<file path="src/rtl/ifetch_sequencer_pkg.sv">
// Shared definitions for the instruction-fetch sequencer.
//   state_t        : sequencer FSM state encoding (3 bits)
//   CMD_*          : debug command bytes
//   BYTES_PER_WORD : payload bytes assembled into one instruction word
package ifetch_sequencer_pkg;

    typedef enum logic [2:0] {
        ST_IDLE      = 3'd0,
        ST_LOAD_CNT  = 3'd1,
        ST_LOAD_DATA = 3'd2,
        ST_RUN       = 3'd3,
        ST_STEP      = 3'd4,
        ST_HALTED    = 3'd5
    } state_t;

    localparam logic [7:0] CMD_LOAD  = 8'h4C;  // 'L'
    localparam logic [7:0] CMD_RUN   = 8'h52;  // 'R'
    localparam logic [7:0] CMD_STEP  = 8'h53;  // 'S'
    localparam logic [7:0] CMD_CLEAR = 8'h43;  // 'C'

    localparam int BYTES_PER_WORD = 4;

endpackage

</file>
<file path="src/rtl/ifetch_sequencer_byte_word_assembler.sv">
// Assembles a little-endian byte stream into instruction words and issues
// registered instruction-memory writes at consecutive word addresses.
//   clk, rst_n     : clock, async active-low reset
//   start          : restart at byte 0 / address 0 (new load)
//   byte_en        : accept byte_data this cycle
//   byte_data      : payload byte
//   word_complete  : combinational, high when the accepted byte finishes a word
//   wr_en          : one-cycle write strobe (cycle after the 4th byte)
//   wr_addr        : byte address of the write, word aligned
//   wr_data        : assembled word
module ifetch_sequencer_byte_word_assembler
    import ifetch_sequencer_pkg::*;
#(
    parameter int NBITS      = 32,
    parameter int IMEM_DEPTH = 256
) (
    input  logic             clk,
    input  logic             rst_n,
    input  logic             start,
    input  logic             byte_en,
    input  logic [7:0]       byte_data,
    output logic             word_complete,
    output logic             wr_en,
    output logic [NBITS-1:0] wr_addr,
    output logic [NBITS-1:0] wr_data
);

    localparam int AW = (IMEM_DEPTH > 1) ? $clog2(IMEM_DEPTH) : 1;

    logic [1:0]    byte_idx;
    logic [23:0]   shift_q;    // first three bytes of the word, byte 0 lowest
    logic [AW-1:0] word_addr;  // word index; wraps modulo IMEM_DEPTH

    assign word_complete = byte_en && (byte_idx == 2'(BYTES_PER_WORD - 1));

    always_ff @(posedge clk or negedge rst_n) begin
        if (!rst_n) begin
            byte_idx  <= '0;
            shift_q   <= '0;
            word_addr <= '0;
            wr_en     <= 1'b0;
            wr_addr   <= '0;
            wr_data   <= '0;
        end else begin
            wr_en <= 1'b0;
            if (start) begin
                byte_idx  <= '0;
                word_addr <= '0;
            end else if (byte_en) begin
                byte_idx <= byte_idx + 2'd1;
                if (word_complete) begin
                    wr_en     <= 1'b1;
                    wr_data   <= NBITS'({byte_data, shift_q});
                    wr_addr   <= NBITS'({word_addr, 2'b00});
                    word_addr <= (word_addr == AW'(IMEM_DEPTH - 1)) ? '0 : word_addr + 1'b1;
                end else begin
                    // shift right so byte k ends up in bits [8k+7:8k]
                    shift_q <= {byte_data, shift_q[23:8]};
                end
            end
        end
    end

endmodule

</file>
<file path="src/rtl/ifetch_sequencer.sv">
// Instruction-fetch sequencer: decodes debug command bytes to load programs
// into instruction memory, free-run or single-step the fetch stage, detect
// halt, count enabled cycles and clear the PC.
//   i_clk, i_reset      : clock, async active-low reset
//   i_cmd_valid/_data   : command/payload byte stream, o_cmd_ready handshake
//   i_halt              : halt opcode fetched (RUN/STEP only)
//   o_enable/o_pc_write : fetch enable / memory read valid
//   o_pc_clear, o_err   : one-cycle pulses
//   o_mem_wr_*          : instruction-memory write port
//   o_cycles            : saturating enabled-cycle counter
//   o_halted            : high in HALTED
module ifetch_sequencer
    import ifetch_sequencer_pkg::*;
#(
    parameter int NBITS      = 32,
    parameter int IMEM_DEPTH = 256
) (
    input  logic             i_clk,
    input  logic             i_reset,
    input  logic             i_cmd_valid,
    input  logic [7:0]       i_cmd_data,
    output logic             o_cmd_ready,
    input  logic             i_halt,
    output logic             o_enable,
    output logic             o_pc_write,
    output logic             o_pc_clear,
    output logic             o_mem_wr_en,
    output logic [NBITS-1:0] o_mem_wr_addr,
    output logic [NBITS-1:0] o_mem_wr_data,
    output logic [NBITS-1:0] o_cycles,
    output logic             o_halted,
    output logic             o_err
);

    state_t     state, state_nxt;
    logic [7:0] words_total, words_done;
    logic       accept, load_start, word_complete, cmd_err, cmd_clear;

    // o_cmd_ready is registered, so it already reflects the current state
    assign accept     = i_cmd_valid && o_cmd_ready;
    assign load_start = accept && (state == ST_LOAD_CNT) && (i_cmd_data != 8'd0);
    assign o_pc_write = o_enable;

    always_comb begin
        state_nxt = state;
        cmd_err   = 1'b0;
        cmd_clear = 1'b0;
        case (state)
            ST_IDLE: if (accept) begin
                case (i_cmd_data)
                    CMD_LOAD:  state_nxt = ST_LOAD_CNT;
                    CMD_RUN:   state_nxt = ST_RUN;
                    CMD_STEP:  state_nxt = ST_STEP;
                    CMD_CLEAR: cmd_clear = 1'b1;
                    default:   cmd_err   = 1'b1;
                endcase
            end
            ST_LOAD_CNT: if (accept) begin
                state_nxt = (i_cmd_data == 8'd0) ? ST_IDLE : ST_LOAD_DATA;
            end
            ST_LOAD_DATA: if (word_complete && (words_done == words_total - 8'd1)) begin
                state_nxt = ST_IDLE;
            end
            ST_RUN:  if (i_halt) state_nxt = ST_HALTED;
            ST_STEP: state_nxt = i_halt ? ST_HALTED : ST_IDLE;
            ST_HALTED: if (accept) begin
                case (i_cmd_data)
                    CMD_CLEAR: begin
                        cmd_clear = 1'b1;
                        state_nxt = ST_IDLE;
                    end
                    CMD_LOAD:  state_nxt = ST_LOAD_CNT;
                    default:   cmd_err   = 1'b1;
                endcase
            end
            default: state_nxt = ST_IDLE;
        endcase
    end

    // Outputs are registered from the next state so every output reads 0
    // while reset is held (including ready, which is otherwise high in IDLE).
    always_ff @(posedge i_clk or negedge i_reset) begin
        if (!i_reset) begin
            state       <= ST_IDLE;
            words_total <= '0;
            words_done  <= '0;
            o_cmd_ready <= 1'b0;
            o_enable    <= 1'b0;
            o_halted    <= 1'b0;
            o_pc_clear  <= 1'b0;
            o_err       <= 1'b0;
            o_cycles    <= '0;
        end else begin
            state       <= state_nxt;
            o_cmd_ready <= state_nxt inside {ST_IDLE, ST_LOAD_CNT, ST_LOAD_DATA, ST_HALTED};
            o_enable    <= state_nxt inside {ST_RUN, ST_STEP};
            o_halted    <= (state_nxt == ST_HALTED);
            o_pc_clear  <= cmd_clear;
            o_err       <= cmd_err;

            if (cmd_clear)
                o_cycles <= '0;
            else if ((state inside {ST_RUN, ST_STEP}) && (o_cycles != '1))
                o_cycles <= o_cycles + 1'b1;

            if (load_start) begin
                words_total <= i_cmd_data;
                words_done  <= '0;
            end else if (word_complete) begin
                words_done <= words_done + 8'd1;
            end
        end
    end

    ifetch_sequencer_byte_word_assembler #(
        .NBITS      (NBITS),
        .IMEM_DEPTH (IMEM_DEPTH)
    ) u_asm (
        .clk           (i_clk),
        .rst_n         (i_reset),
        .start         (load_start),
        .byte_en       (accept && (state == ST_LOAD_DATA)),
        .byte_data     (i_cmd_data),
        .word_complete (word_complete),
        .wr_en         (o_mem_wr_en),
        .wr_addr       (o_mem_wr_addr),
        .wr_data       (o_mem_wr_data)
    );

endmodule
</file>
<file path="config.mk">
export PLATFORM = sky130hd
export DESIGN_NAME = ifetch_sequencer
export DESIGN_NICKNAME = d
export VERILOG_FILES = /design/src/rtl/ifetch_sequencer_pkg.sv /design/src/rtl/ifetch_sequencer_byte_word_assembler.sv /design/src/rtl/ifetch_sequencer.sv
export SDC_FILE = /design/constraint.sdc
export NUM_CORES = 1
export LEC_CHECK = 0
export ABC_CLOCK_PERIOD_IN_PS = 2300
export CAP_MARGIN = 20
export CORE_ASPECT_RATIO = 0.9
export CORE_MARGIN = 2
export CORE_UTILIZATION = 25
export DETAILED_ROUTE_END_ITERATION = 10
export GPL_ROUTABILITY_DRIVEN = 0
export PLACE_DENSITY = 0.46
export SETUP_SLACK_MARGIN = 0.15
export SLEW_MARGIN = 20
export SYNTH_ARGS = -nofsm -noshare
export SYNTH_HDL_FRONTEND = slang
export SYNTH_SLANG_ARGS = --single-unit
</file>
<file path="constraint.sdc">
create_clock -name i_clk -period 2.3 [get_ports i_clk]
set_input_delay 0.69 -clock i_clk [delete_from_list [all_inputs] [get_ports i_clk]]
set_output_delay 0.69 -clock i_clk [all_outputs]
set_load 0.03 [all_outputs]
</file>
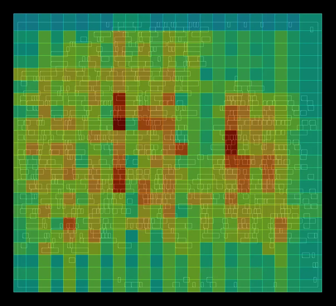
*Routing congestion*
met3 demand-to-capacity share in global routing: 4.069%
met2 Track Usage GR: 19.39%

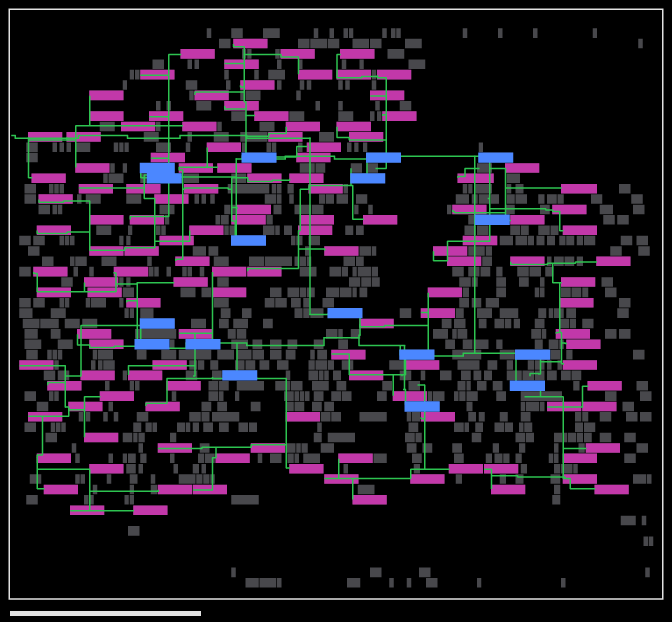
*Clock network drawn from the DEF*
Bar = 50 microns.
[blue] clock drivers | count: 17
[magenta] flip-flops | count: 131
[green] clock wires | length: 1990 microns
flops lie: spread over the die
routed clock nets: 18

==> summary.txt <==
Status of the implementation.

- The flow ran to the end, and the final reports show no timing, DRC or antenna violations.
- Per the timing report, the achievable frequency comes out to approximately 480 MHz.
- The highest-delay cell along the critical path is clkdlybuf4s50_1, for reference.
- The vertical die size is about 150 microns, for reference.
- The number of clock buffers inserted by TritonCTS is 17, for reference.
- Per the OpenROAD floorplan log, the width of the die is roughly 170 microns.
- The number of levels in the clock H-tree is 4, for reference.
- The number of violations of the max-capacitance limit is 0, for reference.
- The final setup violation count is 0, for reference.
- After layout, the design draws a total of between 10000 and 15000 uW.
- The type of destination of the critical path is an output port, for reference.
- Setup repair after global routing left no endpoint under its margin.
- Once detail routing completed, the nets flagged for antenna violations numbered 0.
- The number of placed cells counting well taps is about 1100, for reference.
- The worst-skew pair later-pin latency is 420 ps, for reference.
- The number of cells on the worst reg-to-reg path is 5.
- The setup skew after layout is 13.39 ps, for reference.
- The first global-routing pass estimated 27110 microns of wire.
- Counting endpoints that fail hold in the final report gives 0.
- IR analysis of the VDD net gives a maximum drop of a little over 500 uV.
- The post-synth tally of flip-flops with integrated enable is 0, for reference.
- The synthesis report names the predominant flop master as dfrtp_1.
- The gate-level netlist out of Yosys references 61 unique cell types.
- After synthesis the cells add up to 0.006276 sq mm.
- met1 track demand over resource after global routing is around a fifth.
- The area share of the leading cell type in the synthesized netlist is 52.23%, for reference.
- Summed over all layers, the global routing overflow is 0.
- The pre-CTS setup check shows a worst slack of -376.7 ps.
- The number of diodes added for antenna fixing is 0, for reference.
- The final critical path takes up between 90% and 100% of the cycle.
- The detailed-placement wirelength estimate is roughly 12000 microns, for reference.
- The number of antenna violations at the first check in global routing is 0, for reference.
- The number of nets in the layout is roughly 810, for reference.
- The number of global-route vias before repair came to about 5000.
- Max fanout on the critical path was recorded as 1.
- The category of the critical setup timing path is register to output port, for reference.
- For reference, the critical path is captured by o_pc_clear.
- In this run the cell area measured after placement is about 0.0080 sq mm.
- The total tool warning count is 27, for reference.
- The type of the most critical hold path is primary input to asynchronous set/reset pin, for reference.
- The buffer_ports step reported a buffer count of around 90.
- The worst path needs approximately 2100 ps of the cycle, external delays included.
- In this run the critical path is formed by clkdlybuf4s50_1.
- For reference, the final report shows the max-slew violation count at 0.
- The sequential-to-total area share from yosys stat is 52.23%, for reference.
- Per the cell usage report, the commonest logic cells after layout are 162 x nand2_1, 129 x dfrtp_1, 69 x dlygate4sd2_1.
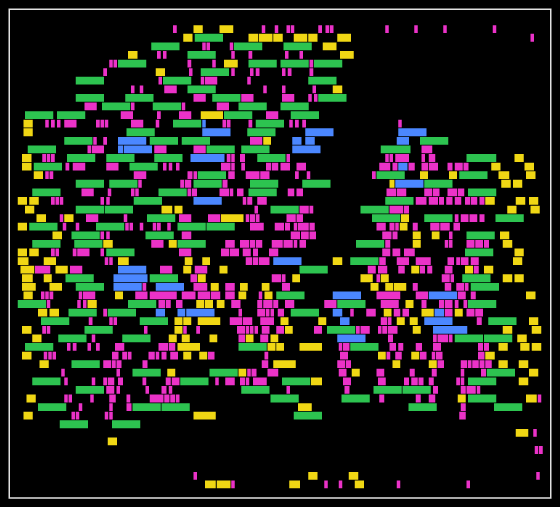
*Placed cells, one color a class*
| color | class | cells | share of their area |
|---|---|---|---|
| blue | clock drivers and dummy loads | 31 | 7.3% |
| yellow | other buffers and delay cells | 164 | 18% |
| green | flops | 131 | 40% |
| magenta | combinational and other logic | 480 | 35% |
Seq/total area: 37.88%
core region area: 0.02446 sq mm
Post-Route Utilization: 35.41%
number of placement rows: 54
area of all placed cells without fillers: 0.008661 sq mm

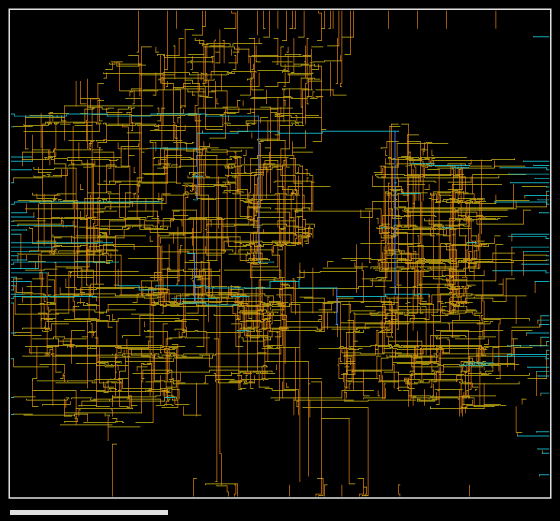
*Routed metal, one color a layer*
Bar = 50 microns.
| color | layer | wire length |
|---|---|---|
| orange | metal 2 | 7300 microns |
| blue | metal 4 | 146 microns |
| cyan | metal 3 | 927 microns |
| yellow | metal 1 | 8540 microns |
wirelength, routed: 16910 microns
mean routed wirelength per cell: 14.81 microns

## cell families (layout without fill, tap and decap cells)
kind of cell,after synthesis,in the layout,share of synthesized area [%]
AND/OR/NAND/NOR,300,300,23.33
flip-flops,131,131,52.23
AND-OR/OR-AND,86,86,8.992
buffers and inverters,58,204,5.283
multiplexers,34,34,6.041
XOR/XNOR,22,22,3.070
adder cells (fa/ha/maj),5,5,0.9968
other,1,24,0.05975
## cell usage after synthesis (8+ instances only)
library cell and number:
or3_1 8, o21ai_0 23, and3_1 8, xnor2_1 11, nand3_1 17, nand2_1 163
o31ai_1 10, nor4_1 8, nor2_1 25, nor3_1 8, dfrtp_1 131, clkbuf_1 13
inv_1 8, xor2_1 11, buf_4 27, or4_1 12, mux2_2 31, a21oi_1 22
nand4_1 20
## metal layers
metal | share of wire [%] | vias to the layer above | routed length [microns]
met4 | 0.86 | 0 | 146
met1 | 50 | 2480 | 8537
met2 | 43 | 119 | 7298
li1 | - | 2515 | -
met3 | 5.5 | 13 | 927
met5 | 0 | - | 0
## where the power goes
part	switching, uW	total (uW)	leakage, uW	internal [uW]
registers	585	3620	0.00160	3030
clock network	1100	2820	0.000294	1720
logic	2130	3680	0.00226	1550
total	3810	10100	0.00415	6300
## final cells by class
| class | instances | area, sq um |
|---|---|---|
| multi-input cells | 471 | 2815 |
| fillers | 2533 | 15800 |
| repair buffers | 164 | 1506 |
| inverters | 9 | 33.78 |
| clock inverters | 13 | 175.2 |
| well taps | 336 | 420.4 |
| flip-flops and latches | 131 | 3281 |
| clock buffers | 18 | 429.2 |
## registers in the layout, indices dropped and copies added, names as in the netlist, 2 cells and up
name	flops
o_cycles	32
u_asm.wr_data	32
u_asm.shift_q	24
u_asm.word_addr	8
u_asm.wr_addr	8
words_done	8
words_total	8
state	3
u_asm.byte_idx	2
Power and IR drop assume default switching activity.
